===== src/rtl/irq_pkg.sv =====
// Shared types and helpers for the irq_ctrl interrupt front-end.
package irq_pkg;

  typedef enum logic [1:0] {
    IDLE    = 2'd0,
    REQ     = 2'd1,
    SERVICE = 2'd2
  } irq_state_e;

  // Channel 0 wins arbitration; higher indices lose to lower ones.
  localparam bit PRIO_INDEX0_HIGHEST = 1'b1;

  function automatic int id_width(input int n);
    return (n <= 2) ? 1 : $clog2(n);
  endfunction

endpackage


===== src/rtl/irq_ctrl_if.sv =====
// CPU-side interrupt handshake: request/ID out, ack/done pulses back.
interface irq_ctrl_if import irq_pkg::*; #(
  parameter int NUM_IRQ = 6
);
  localparam int ID_W = id_width(NUM_IRQ);

  logic            int_req;
  logic [ID_W-1:0] int_id;
  logic            int_ack;
  logic            int_done;

  modport master (output int_req, output int_id, input int_ack, input int_done);
  modport slave  (input int_req, input int_id, output int_ack, output int_done);
endinterface


===== src/rtl/irq_prio_enc.sv =====
// Combinational lowest-index-set encoder (index 0 has highest priority).
module irq_prio_enc #(
  parameter int N = 6,
  parameter int W = 3
) (
  input  logic [N-1:0] i_vec,
  output logic         o_found,
  output logic [W-1:0] o_idx
);
  always_comb begin
    o_found = 1'b0;
    o_idx   = '0;
    for (int i = N - 1; i >= 0; i--) begin
      if (i_vec[i]) begin
        o_found = 1'b1;
        o_idx   = W'(i);
      end
    end
  end
endmodule


===== src/rtl/irq_ctrl.sv =====
// Interrupt front-end: sync, edge detect, pending latch, fixed-priority arbitration.
// Build option: IRQ_CTRL_NESTED_EN enables preemption from SERVICE by higher-priority channels.
module irq_ctrl import irq_pkg::*; #(
  parameter int NUM_IRQ     = 6,
  parameter int SYNC_STAGES = 2,
  parameter int CNT_W       = 8
) (
  input  logic               i_clk,
  input  logic               i_rst,
  input  logic [NUM_IRQ-1:0] i_irq_in,
  input  logic               i_cfg_we,
  input  logic [NUM_IRQ-1:0] i_cfg_wdata,
  irq_ctrl_if.master         cpu,
  output logic [NUM_IRQ-1:0] o_pend_out,
  output logic [NUM_IRQ-1:0] o_isr_out,
  output logic [NUM_IRQ-1:0] o_en_out,
  output logic [CNT_W-1:0]   o_lost_cnt
);
  localparam int ID_W = id_width(NUM_IRQ);

  irq_state_e         r_state, w_next;
  logic [NUM_IRQ-1:0] r_sync [SYNC_STAGES];
  logic [NUM_IRQ-1:0] r_prev, r_pend, r_isr, r_en;
  logic [ID_W-1:0]    r_id;
  logic [CNT_W-1:0]   r_lost;

  logic [NUM_IRQ-1:0] w_edge, w_clr_pend, w_retire, w_set_isr;
  logic               w_cand_found, w_isr_found, w_lost_hit;
  logic [ID_W-1:0]    w_cand_idx, w_isr_idx;
  logic               w_load_id, w_int_req;

  irq_prio_enc #(.N(NUM_IRQ), .W(ID_W)) u_cand_enc (
    .i_vec(r_pend & r_en), .o_found(w_cand_found), .o_idx(w_cand_idx));

  irq_prio_enc #(.N(NUM_IRQ), .W(ID_W)) u_isr_enc (
    .i_vec(r_isr), .o_found(w_isr_found), .o_idx(w_isr_idx));

  assign w_edge     = r_sync[SYNC_STAGES-1] & ~r_prev;
  assign w_clr_pend = (r_state == REQ && cpu.int_ack) ? (NUM_IRQ'(1) << r_id) : '0;
  assign w_set_isr  = w_clr_pend;
  assign w_retire   = (r_state == SERVICE && cpu.int_done && w_isr_found)
                      ? (NUM_IRQ'(1) << w_isr_idx) : '0;
  assign w_lost_hit = |(w_edge & r_pend & ~w_clr_pend);

  always_comb begin
    w_next    = r_state;
    w_load_id = 1'b0;
    w_int_req = 1'b0;
    case (r_state)
      IDLE: begin
        if (w_cand_found) begin
          w_load_id = 1'b1;
          w_next    = REQ;
        end
      end
      REQ: begin
        w_int_req = 1'b1;
        if (cpu.int_ack) w_next = SERVICE;
      end
      SERVICE: begin
        if (cpu.int_done) begin
          if ((r_isr & ~w_retire) == '0) w_next = IDLE;
        end
`ifdef IRQ_CTRL_NESTED_EN
        // Retirement takes precedence; a preempting candidate is re-seen next cycle.
        else if (w_cand_found && w_isr_found && (w_cand_idx < w_isr_idx)) begin
          w_load_id = 1'b1;
          w_next    = REQ;
        end
`endif
      end
      default: w_next = IDLE;
    endcase
  end

  always_ff @(posedge i_clk) begin
    if (i_rst) r_state <= IDLE;
    else       r_state <= w_next;
  end

  always_ff @(posedge i_clk) begin
    if (i_rst) begin
      for (int s = 0; s < SYNC_STAGES; s++) r_sync[s] <= '0;
      r_prev <= '0;
      r_pend <= '0;
      r_isr  <= '0;
      r_en   <= '1;
      r_id   <= '0;
      r_lost <= '0;
    end else begin
      r_sync[0] <= i_irq_in;
      for (int s = 1; s < SYNC_STAGES; s++) r_sync[s] <= r_sync[s-1];
      r_prev <= r_sync[SYNC_STAGES-1];
      r_pend <= (r_pend & ~w_clr_pend) | w_edge;
      r_isr  <= (r_isr & ~w_retire) | w_set_isr;
      if (i_cfg_we) r_en <= i_cfg_wdata;
      if (w_load_id) r_id <= w_cand_idx;
      if (w_lost_hit && r_lost != '1) r_lost <= r_lost + 1'b1;
    end
  end

  assign cpu.int_req = w_int_req;
  assign cpu.int_id  = r_id;
  assign o_pend_out  = r_pend;
  assign o_isr_out   = r_isr;
  assign o_en_out    = r_en;
  assign o_lost_cnt  = r_lost;

endmodule

===== src/flat_wrapper.sv =====
// flat-port wrapper written by rule: the top's interface ports become plain ports
module irq_ctrl_flat import irq_pkg::*;
#(
  parameter int NUM_IRQ     = 6,
  parameter int SYNC_STAGES = 2,
  parameter int CNT_W       = 8
)
  (i_clk, i_rst, i_irq_in, i_cfg_we, i_cfg_wdata, o_pend_out, o_isr_out, o_en_out, o_lost_cnt, cpu_int_req, cpu_int_id, cpu_int_ack, cpu_int_done);
  irq_ctrl_if #(.NUM_IRQ(NUM_IRQ)) cpu_i ();
  input  logic i_clk;
  input  logic i_rst;
  input  logic [NUM_IRQ-1:0] i_irq_in;
  input  logic i_cfg_we;
  input  logic [NUM_IRQ-1:0] i_cfg_wdata;
  output logic [NUM_IRQ-1:0] o_pend_out;
  output logic [NUM_IRQ-1:0] o_isr_out;
  output logic [NUM_IRQ-1:0] o_en_out;
  output logic [CNT_W-1:0] o_lost_cnt;
  output wire logic [$bits(cpu_i.int_req)-1:0] cpu_int_req;
  output wire logic [$bits(cpu_i.int_id)-1:0] cpu_int_id;
  input wire logic [$bits(cpu_i.int_ack)-1:0] cpu_int_ack;
  input wire logic [$bits(cpu_i.int_done)-1:0] cpu_int_done;
  assign cpu_int_req = cpu_i.int_req;
  assign cpu_int_id = cpu_i.int_id;
  assign cpu_i.int_ack = cpu_int_ack;
  assign cpu_i.int_done = cpu_int_done;
  irq_ctrl #(.NUM_IRQ(NUM_IRQ), .SYNC_STAGES(SYNC_STAGES), .CNT_W(CNT_W)) u_core (.i_clk(i_clk), .i_rst(i_rst), .i_irq_in(i_irq_in), .i_cfg_we(i_cfg_we), .i_cfg_wdata(i_cfg_wdata), .cpu(cpu_i), .o_pend_out(o_pend_out), .o_isr_out(o_isr_out), .o_en_out(o_en_out), .o_lost_cnt(o_lost_cnt));
endmodule

===== config.mk =====
export PLATFORM = sky130hd
export DESIGN_NAME = irq_ctrl_flat
export DESIGN_NICKNAME = d
export VERILOG_FILES = /design/src/rtl/irq_pkg.sv /design/src/rtl/irq_ctrl_if.sv /design/src/rtl/irq_prio_enc.sv /design/src/rtl/irq_ctrl.sv /design/src/flat_wrapper.sv
export SDC_FILE = /design/constraint.sdc
export NUM_CORES = 1
export LEC_CHECK = 0
export CORE_ASPECT_RATIO = 0.6
export CORE_UTILIZATION = 51
export CTS_CLUSTER_SIZE = 24
export DETAILED_ROUTE_END_ITERATION = 10
export DONT_BUFFER_PORTS = 1
export PLACE_DENSITY = 0.73
export REMOVE_ABC_BUFFERS = 1
export SYNTH_ARGS = -nofsm -noshare
export SYNTH_HDL_FRONTEND = slang
export SYNTH_HIERARCHICAL = 1
export SYNTH_SLANG_ARGS = --single-unit

===== constraint.sdc =====
create_clock -name i_clk -period 4.41 [get_ports i_clk]
set_input_delay 0.441 -clock i_clk [delete_from_list [all_inputs] [get_ports i_clk]]
set_output_delay 0.441 -clock i_clk [all_outputs]
set_load 0.01 [all_outputs]

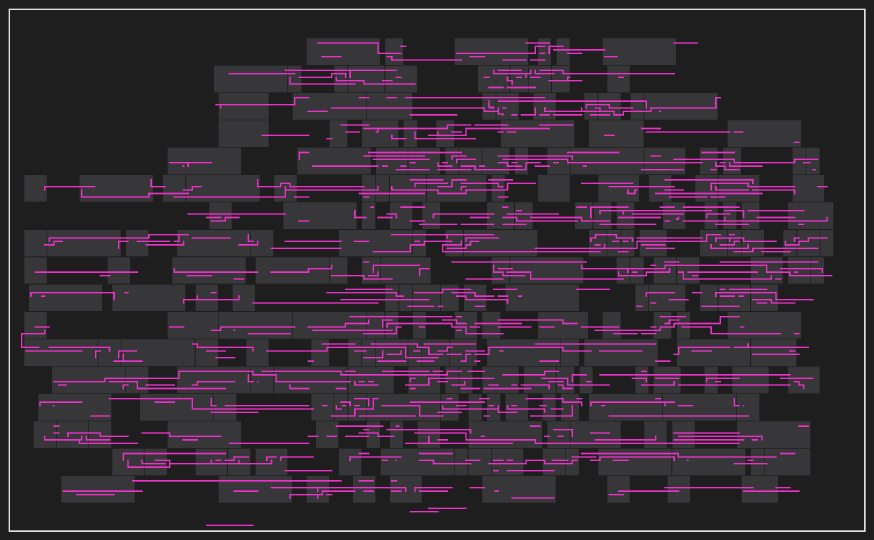
Figure 1: the metal 1 layer.
The longest straight run is 20.7 microns. The wires run mostly horizontal. 236 nets have wire on it. The layer holds 50% of the routed length. The layer carries 2,060 microns of wire.
met1 usage: 0.287
routed vias: 1,602
total wire length: 4.14 mm

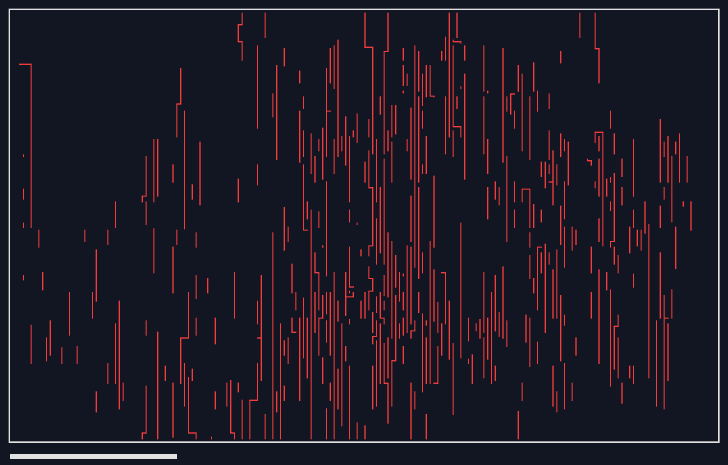
Figure 2: M2 wires.
Scale bar: 20 microns.
The longest straight run is 27.4 microns. The wires run mostly vertical.
grt met2 use: 0.289

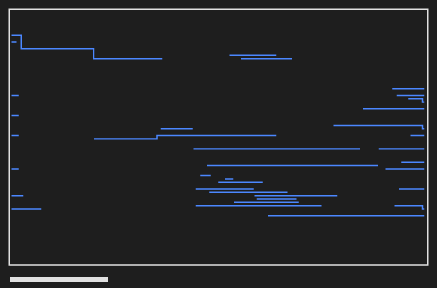
Figure 3: metal 3.
Scale bar: 20 microns.
32 nets have wire on it. The layer carries 393 microns of wire. The layer holds 9.5% of the routed length. The longest straight run is 34.5 microns.
met3 Use GR: 0.0778

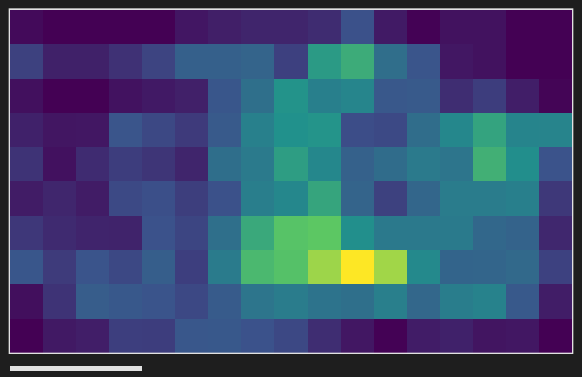
Figure 4: signal metal coverage by tile.
Scale bar: 20 microns. 17 x 10 tiles, from dark purple (low) to yellow (high), scaled to the fullest tile. Values are wire area over tile area, all layers added.
The emptiest ninth of the die: top left. The fullest tile reaches 0.60. The mean over all tiles is 0.16.
wire per inst: 14.7 microns
GR Util All Layers: 0.204

## worst paths after layout
| path | startpoint | end | cells after the start | slack [ps] |
|---|---|---|---|---|
| setup / recovery | u_core/cpu.int_id[1] | u_core/o_lost_cnt[4] | 6 | 1860 |
| hold / removal | i_rst | u_core/r_sync[0][3] | 1 | 210 |
| setup reg to reg | u_core/cpu.int_id[1] | u_core/o_lost_cnt[4] | 6 | 1860 |
| hold reg to reg | u_core/r_sync[0][2] | u_core/r_sync[0][8] | 1 | 440 |
## per-stage QoR
stage	setup WS, ps	util	instance area [sq um]
final	1860	0.585	2230
after detailed placement	1920	0.560	2130
after floorplan	2290	-	2070
after CTS	1890	0.585	2230
after global placement	2060	0.560	2130
after global routing	1720	0.585	2230
## cell usage after synthesis, drive strengths merged (2+ instances only)
cell,n
nor2,20
a21oi,17
and4bb,2
nor3b,2
o22ai,3
a221oi,2
mux2,4
inv,10
mux2i,5
nand2,20
nand3,6
nor4,3
a211o,6
and2,6
nor2b,32
a211oi,5
nand2b,9
dfxtp,49
nor3,3
a311oi,3
o21ai,4
clkbuf,7
nand4,2
a31o,2
## logic make-up (layout without fill, tap and decap cells)
family,after synthesis,in the layout
muxes,9,9
and+or+nand+nor,111,111
adders and majority gates,1,1
AOI/OAI and AO/OA,45,45
DFF,49,49
buffers and inverters,18,18
xor gates and xnor gates,1,1
## worst max-delay path: cells and delay by family, from the launching register on
| family | cells | cell delay, ps |
|---|---|---|
| AND/OR/NAND/NOR | 3 | 1150 |
| AND-OR/OR-AND | 2 | 590 |
| flip-flops | 1 | 370 |
| multiplexers | 1 | 340 |
## final cells by class
cell class              instances  area share
clock buffers                   6      0.0371
inverters                      10      0.0169
multi-input cells             167       0.473
flip-flops and latches         49       0.440
well taps                      47      0.0264
clock inverters                 2     0.00618
==> flow_summary.toml <==
# physical design summary
[run_status]
status = "finished, violations left"
violations = "DRC"

[clocking]
cts.sinks = 49
clk_pin_slew_ps = 90
clock_path_buffers = 2
h-tree-depth = 2
cts_hold_buf = 0
cts-root-buf = "clkbuf_8"
cts_resized = 0
cts-buffers-inserted = 5
post_cts_buffers = 0

[finish]
largest_reg_flops = 12
drive_gt1_frac = 0.0855
final_common_cell = "dfxtp_1"
mostFrequentLayoutCells = "dfxtp_1 (49), nor2b_1 (32), nand2_1 (20), nor2_1 (20), a21oi_1 (16)"
logic_area_sq_um = 1050
fillerInstances = 355
synthToLayoutAreaGrowth_pct = 5.95

[worst_setup_path]
critPathMaxFanout = 10
worstSetupPathType = "reg -> reg"
end_kind = "register"
arrival_ps = 2740
cp_slowest_cell = "nor4b_1"
startpoint_type = "register"
crit_chain = "nor4b_1 > nand3_1 > a41oi_1 > a21oi_4 > nand4_1 > mux2_2"

[floorplanning]
die_h_microns = 51.7
placementRows = 17
fp.dieW_microns = 84.9
core-area_sq_um = 3810
die_area_sq_um = 4390
pin_count = 47

[placed_design]
dp_hpwl_mm = 2.97
port_buffers = 0
placed_cells = 273

[yosys]
muxShareOfSynthArea = 0.0470
xor_area_frac = 0.00417
synth-warning-count = 6
syn_area_sq_um = 2100
async_flop_share = 0
flop_cell = "dfxtp_1"
avgSynthCellArea_sq_um = 8.98
simple_gate_share = 0.295
yosysUniqueCellTypes = 39
netlist.top_cell.by_area = "dfxtp_1"
logic_family = "simple AND/OR/NAND/NOR gates"
yosys.area_share.aoi = 0.149
seq_area_frac_synth = 0.467
synth_top_area_share = 0.467
ys_seq_elements = 49
yosys-stat-cells = 234

[pwr]
power.switching_w = 0.000201
powerDensity_nw_per_um2 = 369
p_clk_frac = 0.333
p_leak_nw = 0.782
seqPwrFrac = 0.590
p_comb_w = 0.0000636
p_clk_w = 0.000273
p_seq_w = 0.000484
p_int_w = 0.000620
swShare = 0.245
power_w = 0.000821
comb_power_share = 0.077
maxPowerGroup = "sequential cells"
vdd_drop_max_uv = 253

[sta]
finalClockSkew_ps = 3.85
hold_viol = 0
period_minus_slack_ps = 2550
tns_ps = 0
finalSetupViolations = 0
worstMarginPinSlew_ps = 802
relSlewSlack = 0.458
fmax_mhz = 392
whs_ps = 207
rsz0062_at_grt = "false"
min_period_over_period = 0.578

[drt]
wl_met3_microns = 393
drc = 3
detail-route-antenna-nets = 0
wl_met2_mm = 1.68
drt_iter0_drc = 156
dr.max_layer_used = "met4"
wirelength_met1_mm = 2.06
drt-pass1-iter-count = 9

[global_routing]
grt_max_degree = 54
antenna_found_initial = 0

[job]
warnings = 25
cap_viol_max_count = 0
